==> run_1/floorplan.png <==
Pins as bars on the die edge. Tap cells in grey.
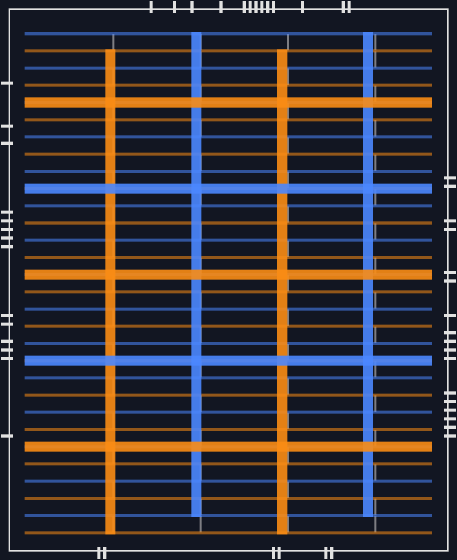
==> run_1/placed.png <==
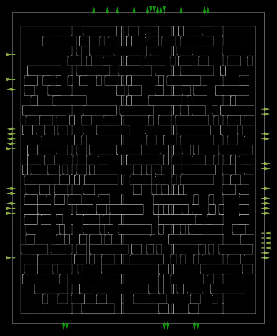
==> run_1/clock_wires.png <==
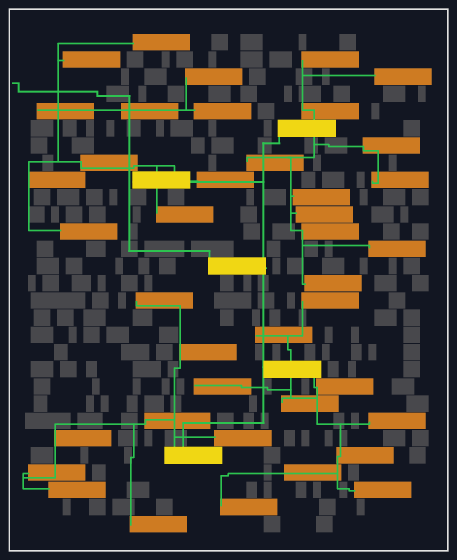
**src/rtl/stream_word_packer.sv**
```systemverilog
// Packs RATIO consecutive FIFO entries into one little-endian output word on a
// valid/ready stream, with a flush request that emits a partially filled word.
module stream_word_packer #(
    parameter int IN_WIDTH  = 8,
    parameter int RATIO     = 4,
    parameter int OUT_WIDTH = IN_WIDTH * RATIO,
    parameter int CNT_WIDTH = $clog2(RATIO) + 1
) (
    input  logic                 i_clk,
    input  logic                 i_rst,
    input  logic                 i_pop_valid,
    input  logic [IN_WIDTH-1:0]  i_pop_data,
    output logic                 o_pop_ready,
    input  logic                 i_flush,
    output logic                 o_word_valid,
    output logic [OUT_WIDTH-1:0] o_word_data,
    output logic [CNT_WIDTH-1:0] o_word_count,
    input  logic                 i_word_ready
);

    typedef enum logic [0:0] {
        FILL = 1'b0,
        HOLD = 1'b1
    } state_t;

    localparam logic [CNT_WIDTH-1:0] LAST_LANE = CNT_WIDTH'(RATIO - 1);
    localparam logic [CNT_WIDTH-1:0] FULL_CNT  = CNT_WIDTH'(RATIO);
    localparam logic [CNT_WIDTH-1:0] CNT_ZERO  = {CNT_WIDTH{1'b0}};
    localparam logic [CNT_WIDTH-1:0] CNT_ONE   = CNT_WIDTH'(1);

    state_t                 state_r, state_s;
    logic [CNT_WIDTH-1:0]   k_r, k_s;
    logic                   flush_pend_r, flush_pend_s;
    logic [OUT_WIDTH-1:0]   word_r, word_s;
    logic [CNT_WIDTH-1:0]   count_r, count_s;
    logic                   pop_ready_s;
    logic                   take_s;
    logic [CNT_WIDTH-1:0]   filled_s;

    // Ready is gated by reset so nothing is consumed while the block is held in reset.
    assign pop_ready_s  = !i_rst && ((state_r == FILL) || i_word_ready);
    assign take_s       = i_pop_valid && pop_ready_s;
    assign filled_s     = k_r + CNT_WIDTH'(take_s);

    assign o_pop_ready  = pop_ready_s;
    assign o_word_valid = (state_r == HOLD);
    assign o_word_data  = word_r;
    assign o_word_count = count_r;

    // Next-state, lane write and flush handling.
    always_comb begin
        state_s      = state_r;
        k_s          = k_r;
        flush_pend_s = flush_pend_r;
        word_s       = word_r;
        count_s      = count_r;
        case (state_r)
            FILL: begin
                for (int l = 0; l < RATIO; l++) begin
                    if (take_s && (k_r == CNT_WIDTH'(l))) begin
                        word_s[l*IN_WIDTH +: IN_WIDTH] = i_pop_data;
                    end else begin
                        word_s[l*IN_WIDTH +: IN_WIDTH] = word_r[l*IN_WIDTH +: IN_WIDTH];
                    end
                end
                if (take_s && (k_r == LAST_LANE)) begin
                    state_s      = HOLD;
                    count_s      = FULL_CNT;
                    k_s          = CNT_ZERO;
                    flush_pend_s = 1'b0;
                end else if (flush_pend_r || i_flush) begin
                    // A flush with nothing buffered is simply dropped.
                    flush_pend_s = 1'b0;
                    if (filled_s != CNT_ZERO) begin
                        state_s = HOLD;
                        count_s = filled_s;
                        k_s     = CNT_ZERO;
                    end else begin
                        k_s     = filled_s;
                    end
                end else begin
                    k_s = filled_s;
                end
            end
            HOLD: begin
                flush_pend_s = flush_pend_r || i_flush;
                if (i_word_ready) begin
                    state_s = FILL;
                    count_s = CNT_ZERO;
                    word_s  = {OUT_WIDTH{1'b0}};
                    // The entry taken on the accepting edge starts the next word.
                    if (take_s) begin
                        word_s[IN_WIDTH-1:0] = i_pop_data;
                        k_s                  = CNT_ONE;
                    end else begin
                        k_s                  = CNT_ZERO;
                    end
                end else begin
                    state_s = HOLD;
                end
            end
            default: begin
                state_s      = FILL;
                k_s          = CNT_ZERO;
                flush_pend_s = 1'b0;
                word_s       = {OUT_WIDTH{1'b0}};
                count_s      = CNT_ZERO;
            end
        endcase
    end

    // State and datapath registers.
    always_ff @(posedge i_clk or posedge i_rst) begin
        if (i_rst) begin
            state_r      <= FILL;
            k_r          <= CNT_ZERO;
            flush_pend_r <= 1'b0;
            word_r       <= {OUT_WIDTH{1'b0}};
            count_r      <= CNT_ZERO;
        end else begin
            state_r      <= state_s;
            k_r          <= k_s;
            flush_pend_r <= flush_pend_s;
            word_r       <= word_s;
            count_r      <= count_s;
        end
    end

endmodule

```
**config.mk**
```make
export PLATFORM = sky130hd
export DESIGN_NAME = stream_word_packer
export DESIGN_NICKNAME = d
export VERILOG_FILES = /design/src/rtl/stream_word_packer.sv
export SDC_FILE = /design/constraint.sdc
export NUM_CORES = 1
export LEC_CHECK = 0
export CAP_MARGIN = 10
export CELL_PAD_IN_SITES_DETAIL_PLACEMENT = 1
export CELL_PAD_IN_SITES_GLOBAL_PLACEMENT = 1
export CORE_ASPECT_RATIO = 1.25
export CORE_MARGIN = 2
export CORE_UTILIZATION = 36
export CTS_BUF_LIST = sky130_fd_sc_hd__clkbuf_16
export CTS_CLUSTER_DIAMETER = 100
export CTS_CLUSTER_SIZE = 12
export DETAILED_ROUTE_END_ITERATION = 8
export GPL_ROUTABILITY_DRIVEN = 1
export PLACE_DENSITY_LB_ADDON = 0.12
export SYNTH_ARGS = -nofsm -noshare
export SYNTH_HDL_FRONTEND = slang
export SYNTH_SLANG_ARGS = --single-unit
```
**constraint.sdc**
```tcl
create_clock -name i_clk -period 2.3 [get_ports i_clk]
set_input_delay 0.345 -clock i_clk [delete_from_list [all_inputs] [get_ports i_clk]]
set_output_delay 0.345 -clock i_clk [all_outputs]
set_load 0.1 [all_outputs]
```
==> results_slide.txt, run 1 <==
Physical Implementation Snapshot

STA
  • Clock period minus worst slack: a little over 2 ns
  • Post-route setup slack: approximately 0.26 ns
  • Cycle use final: 0.886
  • Least-Margin Pin Slew: approximately 0.53 ns
  • Clock Skews: ~0.0021 ns
  • Fin Setup TNS: 0 ns
  • Worst hold margin: between 0.5 and 0.6 ns
  • Unrepaired setup endpoints after global routing: false
  • Setup violators final: 0
  • Final hold viol count: 0
  • Slew Limit Headroom: 0.646
  • Fmax: between 400 and 500 MHz

Synth
  • Syn_nets: around 200
  • Mux frac, synth: 0.0946
  • Area share, top type: 0.525
  • Synth logic family: simple AND/OR/NAND/NOR gates
  • Synthesized area: ~1900 sq um
  • Post-synthesis average cell area: about 10 sq um
  • Adder share: 0.0131
  • Seq share, synth: 0.525
  • Number of flops mapped to enable cells by yosys: 0
  • YS chip area: between 1500 and 2000 sq um
  • Synth async-reset ratio: 1.00
  • Yosys top cell by instances: nand2_1
  • XOR Share, Synth: 0.00460
  • Count of cell types in the netlist: 33
  • Top cells by count: nand2_1, dfrtp_1, inv_1, mux2i_1, o21ai_0
  • Main synth FF type: dfrtp_1
  • Flops after synth: around 40
  • Synth warn: 0
  • Cells after Synth: between 150 and 200

Cells and area
  • Ant diodes: 0
  • Fill cells: slightly below 600
  • Area-dominant class: flip-flops and latches
  • NumNets Final: approximately 260
  • Top cell excl fill/tap: buf_4
  • CLK BUF: 5
  • Top Layout Cells: buf_4, nand2_1, dfrtp_1
  • Comb. cell area: 802 sq um
  • Clk tree area frac: 0.0519
  • Data buffer area share: 0.191
  • Post-route cell area: ~2600 sq um
  • Logic share of the area: 0.311
  • Share of post-route cells with drive strength above 1: 0.258
  • Fraction of area in registers: 0.390
  • Bufs w/o clock: 60
  • Flop area: about 1000 sq um
  • Largest register FFs: 32
  • Fin cells: 310

Die
  • Die area: approximately 5900 sq um
  • Chip Height: about 85 microns
  • Initial Util: 0.375
  • Area of the core: 5080 sq um
  • Ports: approximately 50

Clock tree
  • H-tree depth: 2
  • CTS sink cnt: approximately 40
  • Postcts setup bufs: 0
  • CTS clk-pin slew, worst paths: about 0.060 ns
  • CTS tree: done
  • Count of cells resized by post-cts repair: 0

Routing
  • WL met2: ~2400 microns
  • Met3 WL: between 200 and 250 microns
  • Highest routed layer: met4
  • DR vias: 1581
  • M1 WL: approximately 2200 microns
  • DRT iter0 DRCs: between 70 and 80
  • Final WL: slightly below 5000 microns
  • Post-DR wirelength/cell: between 15 and 20 microns
  • DRC Markers: 0
  • Vias per Instance: about 5

Critical path
  • CP Data Arrival Time: ~2.2 ns
  • Reg-to-reg critical path startpoint: o_word_valid
  • Cell family with most CP delay: AND-OR/OR-AND gates
  • Crit-path max FO: 3
  • Crit path from: i_word_ready
  • Startpoint type of the worst setup path: input pin
  • Worst reg2reg setup slack: approximately 0.31 ns
  • Critical-path top delay cell: clkdlybuf4s50_1
  • FF-to-FF path depth: 8
  • CP peak stage delay: roughly 0.44 ns
  • CP Cell Sequence: clkdlybuf4s50_1 -> nor2b_2 -> nor2_1 -> ha_1 -> ha_1 -> xnor2_1 -> a21oi_1 -> nor2_1 -> o41a_1
  • Crit. End Element: flop
  • Critical Path Sink: o_word_count[2]
  • Critical path data required time: 2.46 ns
  • Critical path buffer and inverter count: 1

Global routing
  • Met2 Use GR: 0.281
  • Vias in the first global route: 1502
  • GR peak layer: met2
  • Grt ovf: 0
  • Largest net degree at the start of global routing: between 40 and 50

Hold path
  • Hold crit path type: flop to flop
  • Hold-critical path depth: 1
  • Hold Crit Start: o_word_count[1]
  • WHS Endpoint: o_word_count[1]

Placed design
  • Post-DP HPWL: approximately 3600 microns
  • Place WS: -0.0123 ns
  • Port Buffer Count: just under 50
  • DP Cell Count: roughly 300
  • Placed cell area: ~2400 sq um
  • Gpl congestion: between 0.7 and 0.8

Run status
  • Outcome: finished, final reports clean
Back to the opening pictures, floorplan.png:
Key: VSS = orange; VDD = blue
5 straps on met5. 62 tap cells. 30 met1 rails follow the rows.

Back to the opening pictures, placed.png:
FP Rows: 29
final core occ: 0.508

Back to the opening pictures, clock_wires.png:
Key: clock-net drivers = yellow [count 5]; clock wires = green [length 556 microns]; flip-flops = orange [count 40]
Position of the flops: all over the die. There are 6 routed clock nets.
Skew-Pair Late Insertion Delay: 0.28 ns

--- run 2 (diff from run 1) ---
--- a/config.mk
+++ b/config.mk
@@ -13,7 +13,6 @@
 export CORE_UTILIZATION = 36
 export CTS_BUF_LIST = sky130_fd_sc_hd__clkbuf_16
 export CTS_CLUSTER_DIAMETER = 100
-export CTS_CLUSTER_SIZE = 12
 export DETAILED_ROUTE_END_ITERATION = 8
 export GPL_ROUTABILITY_DRIVEN = 1
 export PLACE_DENSITY_LB_ADDON = 0.12
==> run_2/clock_wires.png <==
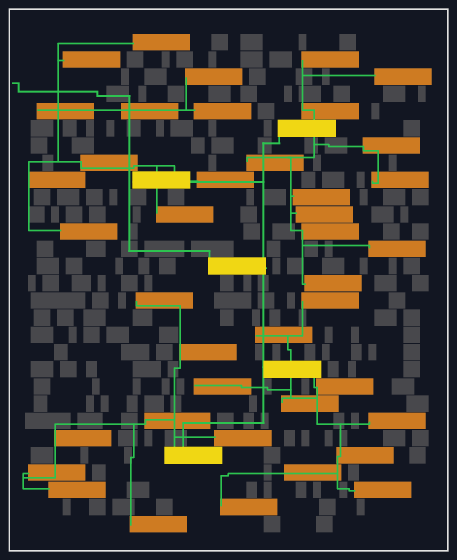
Key: flip-flops = orange [count 40]; clock wires = green [length 556 microns]; clock-net drivers = yellow [count 5]
There are 6 routed clock nets.

==> run_2/class_map.png <==
The bar under the picture is 20 microns long. Fill, decap, tap and diode cells in grey.
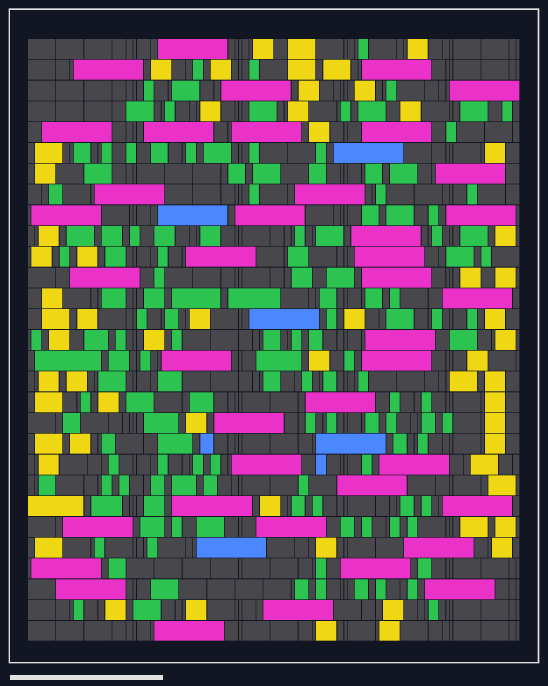
Key: sequential cells = magenta [cells 40]; remaining logic cells = green [cells 141]; clock drivers and dummy loads = blue [cells 7]; remaining buffers and delay cells = yellow [cells 60]
area of the core: 5080 sq um
fraction of area in registers: 0.390
post-route cell area: 2580 sq um

==> run_2/m2.png <==
The bar under the picture is 20 microns long.
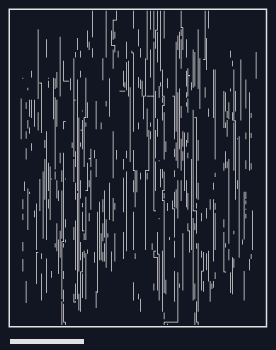
The layer holds 49% of the routed length. The wires run mostly vertical. The layer carries 2420 microns of wire.

==> run 2 against run 1 <==
  * First-iteration DRC count is the same
  * Clock-buffer cell count is the same
  * Critical path type unchanged
  * Synthesized area is the same
  * Utilization is the same
==> results_slide.txt, run 2 <==
Physical Implementation Snapshot

STA
  • Cycle use final: 0.886
  • Fmax: 491 MHz
  • Fin Setup TNS: 0 ns
  • Clock Skews: roughly 0.0021 ns
  • Unrepaired setup endpoints after global routing: false
  • Clock period minus worst slack: just over 2 ns
  • Final hold viol count: 0
  • Least-Margin Pin Slew: approximately 0.53 ns
  • Post-route setup slack: approximately 0.26 ns

Synth
  • Post-synthesis average cell area: 10.1 sq um
  • Synth warn: 0
  • Adder share: 0.0131
  • Flops after synth: 40
  • Number of flops mapped to enable cells by yosys: 0
  • Cells after Synth: roughly 190
  • Mux frac, synth: 0.0946
  • YS chip area: about 1900 sq um
  • Synth logic family: simple AND/OR/NAND/NOR gates
  • Yosys top cell by instances: nand2_1
  • XOR Share, Synth: 0.00460
  • Syn_nets: 204

Clock tree
  • CTS tree: done
  • Count of cells resized by post-cts repair: 0
  • CTS sink cnt: 40
  • H-tree depth: 2
  • CTS clk-pin slew, worst paths: 0.06 ns
  • Skew-Pair Late Insertion Delay: about 0.28 ns

Cells and area
  • Area-dominant class: flip-flops and latches
  • Largest register FFs: 32
  • Clk tree area frac: 0.0519
  • Top Layout Cells: buf_4, nand2_1, dfrtp_1
  • Final core occ: 0.508
  • Logic share of the area: 0.311
  • Top cell excl fill/tap: buf_4
  • CLK BUF: 5
  • Ant diodes: 0
  • Share of post-route cells with drive strength above 1: 0.258

Critical path
  • Crit-path max FO: 3
  • FF-to-FF path depth: 8
  • Cell family with most CP delay: AND-OR/OR-AND gates
  • CP Data Arrival Time: ~2.2 ns
  • CP Cell Sequence: clkdlybuf4s50_1 -> nor2b_2 -> nor2_1 -> ha_1 -> ha_1 -> xnor2_1 -> a21oi_1 -> nor2_1 -> o41a_1
  • Crit path from: i_word_ready
  • Startpoint type of the worst setup path: input pin
  • Critical path buffer and inverter count: 1
  • Worst reg2reg setup slack: 0.31 ns
  • Crit. End Element: flop
  • CP peak stage delay: around 0.44 ns
  • Reg-to-reg critical path startpoint: o_word_valid

Placed design
  • Gpl congestion: 0.792
  • Placed cell area: ~2400 sq um
  • Post-DP HPWL: about 3600 microns

Die
  • Die area: about 5900 sq um
  • Chip Height: about 85 microns
  • FP Rows: 29
  • Ports: approximately 50

Routing
  • WL met2: approximately 2400 microns
  • DRT iter0 DRCs: around 76
  • Post-DR wirelength/cell: around 16 microns
  • DR vias: between 1500 and 2000
  • M1 WL: around 2200 microns
  • DRC Markers: 0
  • Final WL: 4920 microns
  • Highest routed layer: met4
  • Vias per Instance: just over 5

Hold path
  • Hold-critical path depth: 1
  • WHS Endpoint: o_word_count[1]
  • Hold crit path type: flop to flop

Global routing
  • Vias in the first global route: 1502
  • Met2 Use GR: 0.281
  • GR peak layer: met2

Run status
  • Outcome: finished, final reports clean
--- run 3 (diff from run 2) ---
--- a/config.mk
+++ b/config.mk
@@ -9,10 +9,10 @@
 export CELL_PAD_IN_SITES_DETAIL_PLACEMENT = 1
 export CELL_PAD_IN_SITES_GLOBAL_PLACEMENT = 1
 export CORE_ASPECT_RATIO = 1.25
-export CORE_MARGIN = 2
 export CORE_UTILIZATION = 36
 export CTS_BUF_LIST = sky130_fd_sc_hd__clkbuf_16
 export CTS_CLUSTER_DIAMETER = 100
+export CTS_CLUSTER_SIZE = 30
 export DETAILED_ROUTE_END_ITERATION = 8
 export GPL_ROUTABILITY_DRIVEN = 1
 export PLACE_DENSITY_LB_ADDON = 0.12
==> run_3/clock_wires.png <==
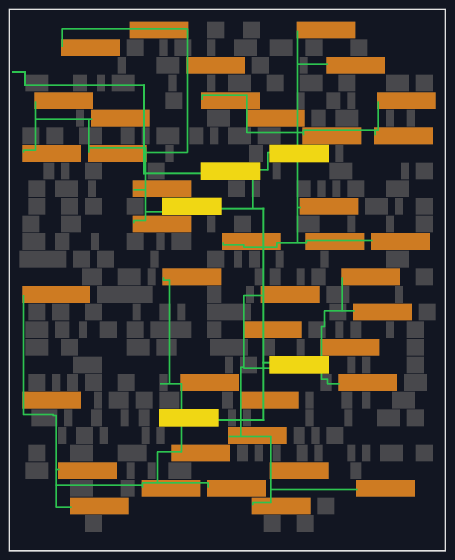
Key: flip-flops = orange [count 40]; clock wires = green [length 531 microns]; clock-net drivers = yellow [count 5]
Position of the flops: all over the die. There are 6 routed clock nets.

==> run_3/placed.png <==
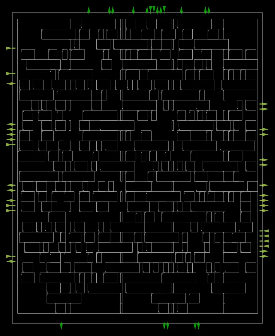
fin cells: 312
FFs & Latches: 40
fraction of area in registers: 0.388
final core occ: 0.510
Tap Count: 62

==> run_3/m2.png <==
The bar under the picture is 20 microns long.
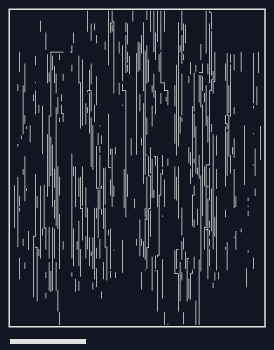
235 nets have wire on it. The layer holds 50% of the routed length. The longest straight run is 33.4 microns. The wires run mostly vertical. The layer carries 2420 microns of wire.
DR vias: 1566
final WL: 4880 microns
met2 Use GR: 0.319

==> run 3 against run 2 <==
  * Synthesized area stayed put
  * Utilization up 0.27 points
  * Worst hold slack worse by 0.0071 ns
  * Cell count is 0.65% higher
  * Clock-buffer cell count is the same
==> results_slide.txt, run 3 <==
Physical Implementation Snapshot

Synth
  • Main synth FF type: dfrtp_1
  • Number of flops mapped to enable cells by yosys: 0
  • Syn_nets: between 200 and 250
  • Cells after Synth: 189
  • Top cells by count: nand2_1, dfrtp_1, inv_1, mux2i_1, o21ai_0
  • Seq share, synth: 0.525
  • Yosys top cell by instances: nand2_1
  • Adder share: 0.0131
  • Count of cell types in the netlist: 33
  • Synthesized area: 1910 sq um
  • Post-synthesis average cell area: a little over 10 sq um
  • Synth async-reset ratio: 1.00
  • YS chip area: 1910 sq um

Placed design
  • DP Cell Count: a little over 300
  • Post-DP HPWL: 3460 microns
  • Place WS: between 0.002 and 0.003 ns
  • Port Buffer Count: slightly below 50
  • Placed cell area: between 2000 and 2500 sq um

Hold path
  • Hold crit path type: flop to flop
  • Hold Crit Start: o_word_count[1]
  • WHS Endpoint: o_word_count[1]

Cells and area
  • Post-route cell area: between 2000 and 3000 sq um
  • Largest register FFs: 32
  • Bufs w/o clock: ~62
  • Top Layout Cells: buf_4, nand2_1, dfrtp_1
  • Logic share of the area: 0.309
  • Fill cells: between 500 and 600
  • Top cell excl fill/tap: buf_4
  • Ant diodes: 0
  • Flop area: roughly 1000 sq um
  • Share of post-route cells with drive strength above 1: 0.260
  • NumNets Final: around 270

Die
  • Initial Util: 0.375
  • Chip Height: approximately 83 microns
  • Ports: around 50
  • Area of the core: between 5000 and 6000 sq um
  • Die area: approximately 5600 sq um
  • FP Rows: 29

Clock tree
  • CTS clk-pin slew, worst paths: roughly 0.06 ns
  • Count of cells resized by post-cts repair: 0
  • CTS tree: done
  • Skew-Pair Late Insertion Delay: around 0.28 ns
  • H-tree depth: 2
  • CTS sink cnt: approximately 40

Critical path
  • Cell family with most CP delay: AND-OR/OR-AND gates
  • Crit. End Element: flop
  • Startpoint type of the worst setup path: input pin
  • Critical path buffer and inverter count: 1
  • Crit-path max FO: 3
  • CP peak stage delay: 0.47 ns
  • Crit path from: i_rst
  • Worst reg2reg setup slack: ~0.34 ns
  • Critical-path top delay cell: clkdlybuf4s50_1

Routing
  • WL met2: 2420 microns
  • DRC Markers: 0
  • Post-DR wirelength/cell: 15.6 microns
  • Highest routed layer: met4
  • M1 WL: about 2200 microns

STA
  • Clock Skews: approximately 0.0020 ns
  • Unrepaired setup endpoints after global routing: false
  • Post-route setup slack: 0.289 ns
  • Worst hold margin: 0.496 ns
  • Final hold viol count: 0
  • Slew Limit Headroom: 0.646
  • Clock period minus worst slack: 2.01 ns
  • Cycle use final: 0.875
  • Fmax: 497 MHz
  • Least-Margin Pin Slew: approximately 0.53 ns
  • Fin Setup TNS: 0 ns

Run status
  • Outcome: finished, final reports clean

Global routing
  • Vias in the first global route: 1621
  • Largest net degree at the start of global routing: ~41
